==> run_1/ff_map.png <==
Scale bar: 20 µm. Other sequential cells in the stronger grey, the rest of the logic in the fainter grey.
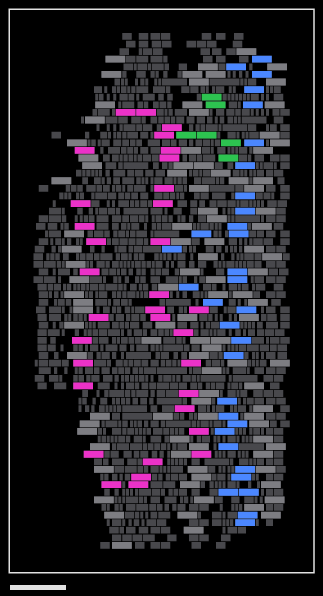
==> run_1/layers.png <==
Scale bar: 20 µm. Two of the layers only.
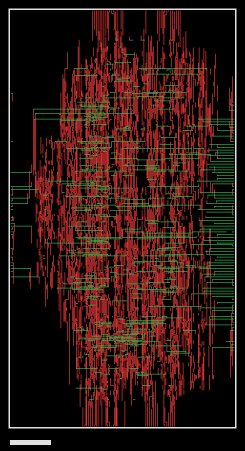
==> run_1/class_map.png <==
Scale bar: 20 µm. Fill, decap, tap and diode cells in grey.
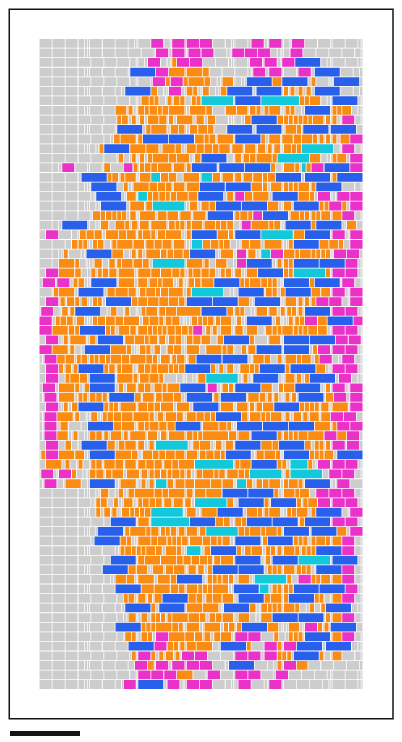
==> src/rtl/seq_restoring_divider.sv <==
// seq_restoring_divider: iterative restoring divider, 2W/W -> W quotient and W remainder, one bit per clock (DIV_SIGNED_EN selects two's-complement operands)
module seq_restoring_divider #(
    parameter int WIDTH = 32
) (
    input  logic               clk,
    input  logic               rst,
    input  logic               start,
    input  logic [2*WIDTH-1:0] dividend,
    input  logic [WIDTH-1:0]   divisor,
    output logic               busy,
    output logic               done,
    output logic [WIDTH-1:0]   quotient,
    output logic [WIDTH-1:0]   remainder,
    output logic               div_by_zero,
    output logic               overflow
);
    localparam int CW = $clog2(WIDTH + 1);
    typedef enum logic [1:0] {IDLE, RUN, DONE} state_t;
    state_t             state, state_nx;
    logic [CW-1:0]      cnt;
    logic [WIDTH:0]     rem;
    logic [WIDTH-1:0]   lo, dv, d_mag, q_fin, r_fin;
    logic [2*WIDTH-1:0] n_mag;
    logic [WIDTH+1:0]   shifted, diff;
    logic               n_neg, d_neg, neg_q, neg_r, accept, dz, ov_pre, err, ov_fin;
`ifdef DIV_SIGNED_EN
    assign n_neg  = dividend[2*WIDTH-1];
    assign d_neg  = divisor[WIDTH-1];
    assign ov_fin = neg_q ? (lo > {1'b1, {(WIDTH-1){1'b0}}}) : lo[WIDTH-1];
`else
    assign n_neg  = 1'b0;
    assign d_neg  = 1'b0;
    assign ov_fin = 1'b0;
`endif
    assign n_mag   = n_neg ? -dividend : dividend;
    assign d_mag   = d_neg ? -divisor : divisor;
    assign dz      = (divisor == '0);
    assign ov_pre  = (n_mag[2*WIDTH-1:WIDTH] >= d_mag) && !dz;
    assign err     = dz || ov_pre;
    assign accept  = start && (state == IDLE || state == DONE);
    assign shifted = {rem, lo[WIDTH-1]};
    assign diff    = shifted - {2'b00, dv};
    assign q_fin   = neg_q ? -lo : lo;
    assign r_fin   = neg_r ? -rem[WIDTH-1:0] : rem[WIDTH-1:0];
    assign busy    = (state == RUN) && (cnt != '0);
    assign done    = (state == DONE);
    // state register
    always_ff @(posedge clk) begin
        if (rst) state <= IDLE;
        else     state <= state_nx;
    end
    // next state: errors bypass RUN, RUN ends one cycle after the last quotient bit
    always_comb begin
        state_nx = accept ? (err ? DONE : RUN) :
                   (state == DONE) ? IDLE :
                   (state == RUN && cnt == '0) ? DONE : state;
    end
    // operand capture, shift/trial-subtract iteration, result registration into DONE
    always_ff @(posedge clk) begin
        if (rst) begin
            cnt         <= '0;
            rem         <= '0;
            lo          <= '0;
            dv          <= '0;
            neg_q       <= 1'b0;
            neg_r       <= 1'b0;
            quotient    <= '0;
            remainder   <= '0;
            div_by_zero <= 1'b0;
            overflow    <= 1'b0;
        end else if (accept) begin
            cnt         <= CW'(WIDTH);
            rem         <= {1'b0, n_mag[2*WIDTH-1:WIDTH]};
            lo          <= n_mag[WIDTH-1:0];
            dv          <= d_mag;
            neg_q       <= n_neg ^ d_neg;
            neg_r       <= n_neg;
            div_by_zero <= dz;
            overflow    <= ov_pre;
            if (err) begin
                quotient  <= '1;
                remainder <= dividend[WIDTH-1:0];
            end
        end else if (state == RUN) begin
            if (cnt != '0) begin
                rem <= diff[WIDTH+1] ? shifted[WIDTH:0] : diff[WIDTH:0];
                lo  <= {lo[WIDTH-2:0], ~diff[WIDTH+1]};
                cnt <= cnt - CW'(1);
            end else begin
                quotient  <= q_fin;
                remainder <= r_fin;
                overflow  <= ov_fin;
            end
        end
    end
endmodule

==> config.mk <==
export PLATFORM = sky130hd
export DESIGN_NAME = seq_restoring_divider
export DESIGN_NICKNAME = d
export VERILOG_FILES = /design/src/rtl/seq_restoring_divider.sv
export SDC_FILE = /design/constraint.sdc
export NUM_CORES = 1
export LEC_CHECK = 0
export ABC_AREA = 0
export CAP_MARGIN = 5
export CORE_ASPECT_RATIO = 2
export CORE_MARGIN = 8
export CORE_UTILIZATION = 58
export DETAILED_ROUTE_END_ITERATION = 8
export GPL_ROUTABILITY_DRIVEN = 0
export PLACE_DENSITY = 0.95
export SYNTH_ARGS = -nofsm -noshare
export SYNTH_HDL_FRONTEND = slang
export SYNTH_SLANG_ARGS = --single-unit
export TNS_END_PERCENT = 5
==> constraint.sdc <==
create_clock -name clk -period 7.1 [get_ports clk]
set_input_delay 1.775 -clock clk [delete_from_list [all_inputs] [get_ports clk]]
set_output_delay 1.775 -clock clk [all_outputs]
set_load 0.03 [all_outputs]
==> results.json, run 1 <==
{
  "overflow": 0,
  "root_buffer": "clkbuf_16",
  "ys_sh_adder": 0.08501,
  "clock_power_share": 0.284,
  "hold-path-endpoint": "dv[21]$_SDFFE_PP0P_",
  "p_leak_nw": 5.061,
  "simple_gate_share": 0.1991,
  "crit-reg2reg-launch": "rem[23]$_SDFFE_PP0P_",
  "async_flop_share": 0,
  "grt_pass1_wl_um": 51890,
  "ys_area_um2": 9950,
  "warnings": 29,
  "status": "completed",
  "slew-limit-headroom": 0.2253,
  "hp-start": "dv[21]$_SDFFE_PP0P_",
  "fin_worst_skew_ns": 0.007915,
  "clkTransAtPathRegs_ns": 0.07,
  "lay_top_count": "nand2_1",
  "lay_top_cells": "nand2_1 (180), dfxtp_1 (171), clkdlybuf4s50_1 (165), nor2_1 (158), a21oi_1 (106)",
  "largest_reg_flops": 33,
  "path_max_fanout": 33,
  "ff_count": 171,
  "synth_area_um2": 9950,
  "grt_pass1_vias": 10350,
  "synthToLayoutAreaGrowth_pct": 22.30,
  "p_sw_frac": 0.3677,
  "path_class": "input port to flip-flop",
  "cts_setup_buffers": 0,
  "clockBufferDepth": 2,
  "cts_max_level": 4,
  "top_logic_kind": "AND-OR/OR-AND gates",
  "ios": 167,
  "critical_path.top_delay_family": "AND-OR/OR-AND gates",
  "layoutNonFillerInstCount": 1616,
  "area_leaders": "dfxtp_1 (34%), ha_1 (8.3%), nand2_1 (6.8%)",
  "synth_flops": 171,
  "cp_cell_sequence": "clkdlybuf4s50_1 -> inv_1 -> ha_1 -> nand2b_1 -> a21o_1 -> a21o_1 -> a21oi_1 -> o21ai_1 -> a31oi_1 -> o21ai_1 -> a211o_1 -> a2bb2oi_1",
  "dpl_worst_slack_ns": 1.994,
  "cts_tree": "yes",
  "grt_max_degree": 113,
  "fin_util": 0.7151,
  "hold_viol_final": 0,
  "viasPerCell": 6.481
}
-- ff_map.png (at the start) --
Magenta stands for rem, flops 33. Green stands for cnt, flops 6. Blue stands for lo, flops 32, where a vertical strip on the right.
Another 100 sequential cells are not coloured.

-- layers.png (at the start) --
Green stands for M3, wire length 3350 µm. Red stands for M2, wire length 15300 µm.
routed wire length: 31870 µm
DR WL/cell: 19.72 µm

-- class_map.png (at the start) --
Cyan stands for clock drivers and dummy loads, cells 31, share of their area 5.1%. Orange stands for remaining logic cells, cells 1030, share of their area 52%. Magenta stands for remaining buffers and delay cells, cells 174, share of their area 14%. Blue stands for registers, cells 171, share of their area 29%.

--- run 2 (diff from run 1) ---
- CORE_UTILIZATION: 58 -> 49
- PLACE_DENSITY: 0.95 -> 0.86
- clock period: 7.1 -> 3.8 ns (I/O delays scaled with it)
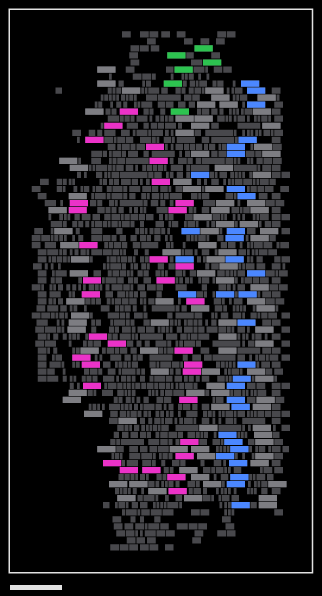
(run_2/ff_map.png)
Scale bar: 20 µm. Other sequential cells in the stronger grey, the rest of the logic in the fainter grey.
Blue stands for lo, flops 32. Magenta stands for rem, flops 33. Green stands for cnt, flops 6, where north.

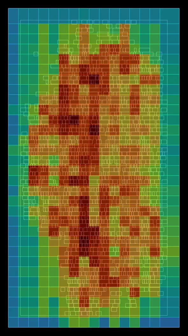
(run_2/congestion_map.png)
met1 usage: 0.2886
Most Crowded Layer GR: met2
GRT met2 Usage: 0.4113
Final Core Density: 0.6134
GR Util met3: 0.05548

==> run 2 against run 1 <==
Wire length down 0.19%. Setup slack worse by 2.2 ns. Synthesized cell count unchanged. Flip-flop count unchanged. Global-route usage down 4.5 points. Die area up 16%. Largest power group unchanged. Sequential power up 87%. Critical path depth unchanged. Clock skew about the same.
==> results.json, run 2 <==
{
  "status": "completed",
  "ios": 167,
  "hold_viol_final": 0,
  "drt-initial-drc-count": 958,
  "crit-reg2reg-launch": "lo[31]$_SDFFE_PP0P_",
  "top_logic_kind": "AND-OR/OR-AND gates",
  "end_kind": "flip-flop",
  "wl_per_cell_um": 18.82,
  "clockBufferDepth": 2,
  "dpl_worst_slack_ns": -0.08753,
  "fin_worst_skew_ns": 0.007461,
  "n_all_inverters": 73,
  "drv_slew": 0,
  "critical_path.top_delay_family": "AND-OR/OR-AND gates",
  "clkTransAtPathRegs_ns": 0.07,
  "root_buffer": "clkbuf_16",
  "ys_sh_adder": 0.08501,
  "ys_sh_aoi": 0.2535,
  "hp-start": "dv[17]$_SDFFE_PP0P_",
  "warnings": 27,
  "grt_pass1_vias": 9915,
  "ys_area_um2": 9950,
  "viasPerCell": 6.021,
  "cts_tree": "yes",
  "regMostFlops": "rem",
  "grt_max_degree": 73,
  "async_flop_share": 0,
  "cts_max_level": 4,
  "area_leaders": "dfxtp_1 (34%), ha_1 (8.3%), nand2_1 (6.8%)",
  "path_max_fanout": 44,
  "hold-path-endpoint": "dv[17]$_SDFFE_PP0P_",
  "lay_top_cells": "nand2_1 (180), dfxtp_1 (171), clkdlybuf4s50_1 (165), nor2_1 (158), a21oi_1 (106)",
  "n_clock_buffer": 23,
  "largest_reg_flops": 33,
  "cp_cell_sequence": "clkdlybuf4s50_1 -> inv_1 -> ha_1 -> a21o_1 -> a21oi_1 -> o21ai_1 -> a31oi_1 -> buf_4 -> o21ai_1 -> o211a_2 -> buf_12 -> o21a_1",
  "slew-limit-headroom": 0.4859,
  "grt_pass1_wl_um": 50270,
  "pwr.group.clock_mw": 1.78,
  "clock_power_share": 0.278,
  "p_leak_nw": 5.155,
  "ff_count": 171,
  "cts_setup_buffers": 0,
  "synth_area_um2": 9950,
  "netlist.area_leader.share": 0.3441,
  "lay_top_count": "nand2_1",
  "synthToLayoutAreaGrowth_pct": 24.43,
  "routed_wl_um": 31810,
  "top_power_group": "combinational cells",
  "synth_flops": 171,
  "drive_gt1_frac": 0.04846,
  "simple_gate_share": 0.1991,
  "path_class": "input port to flip-flop"
}
Power figures rest on the tool's default switching activity, not on a simulated workload.
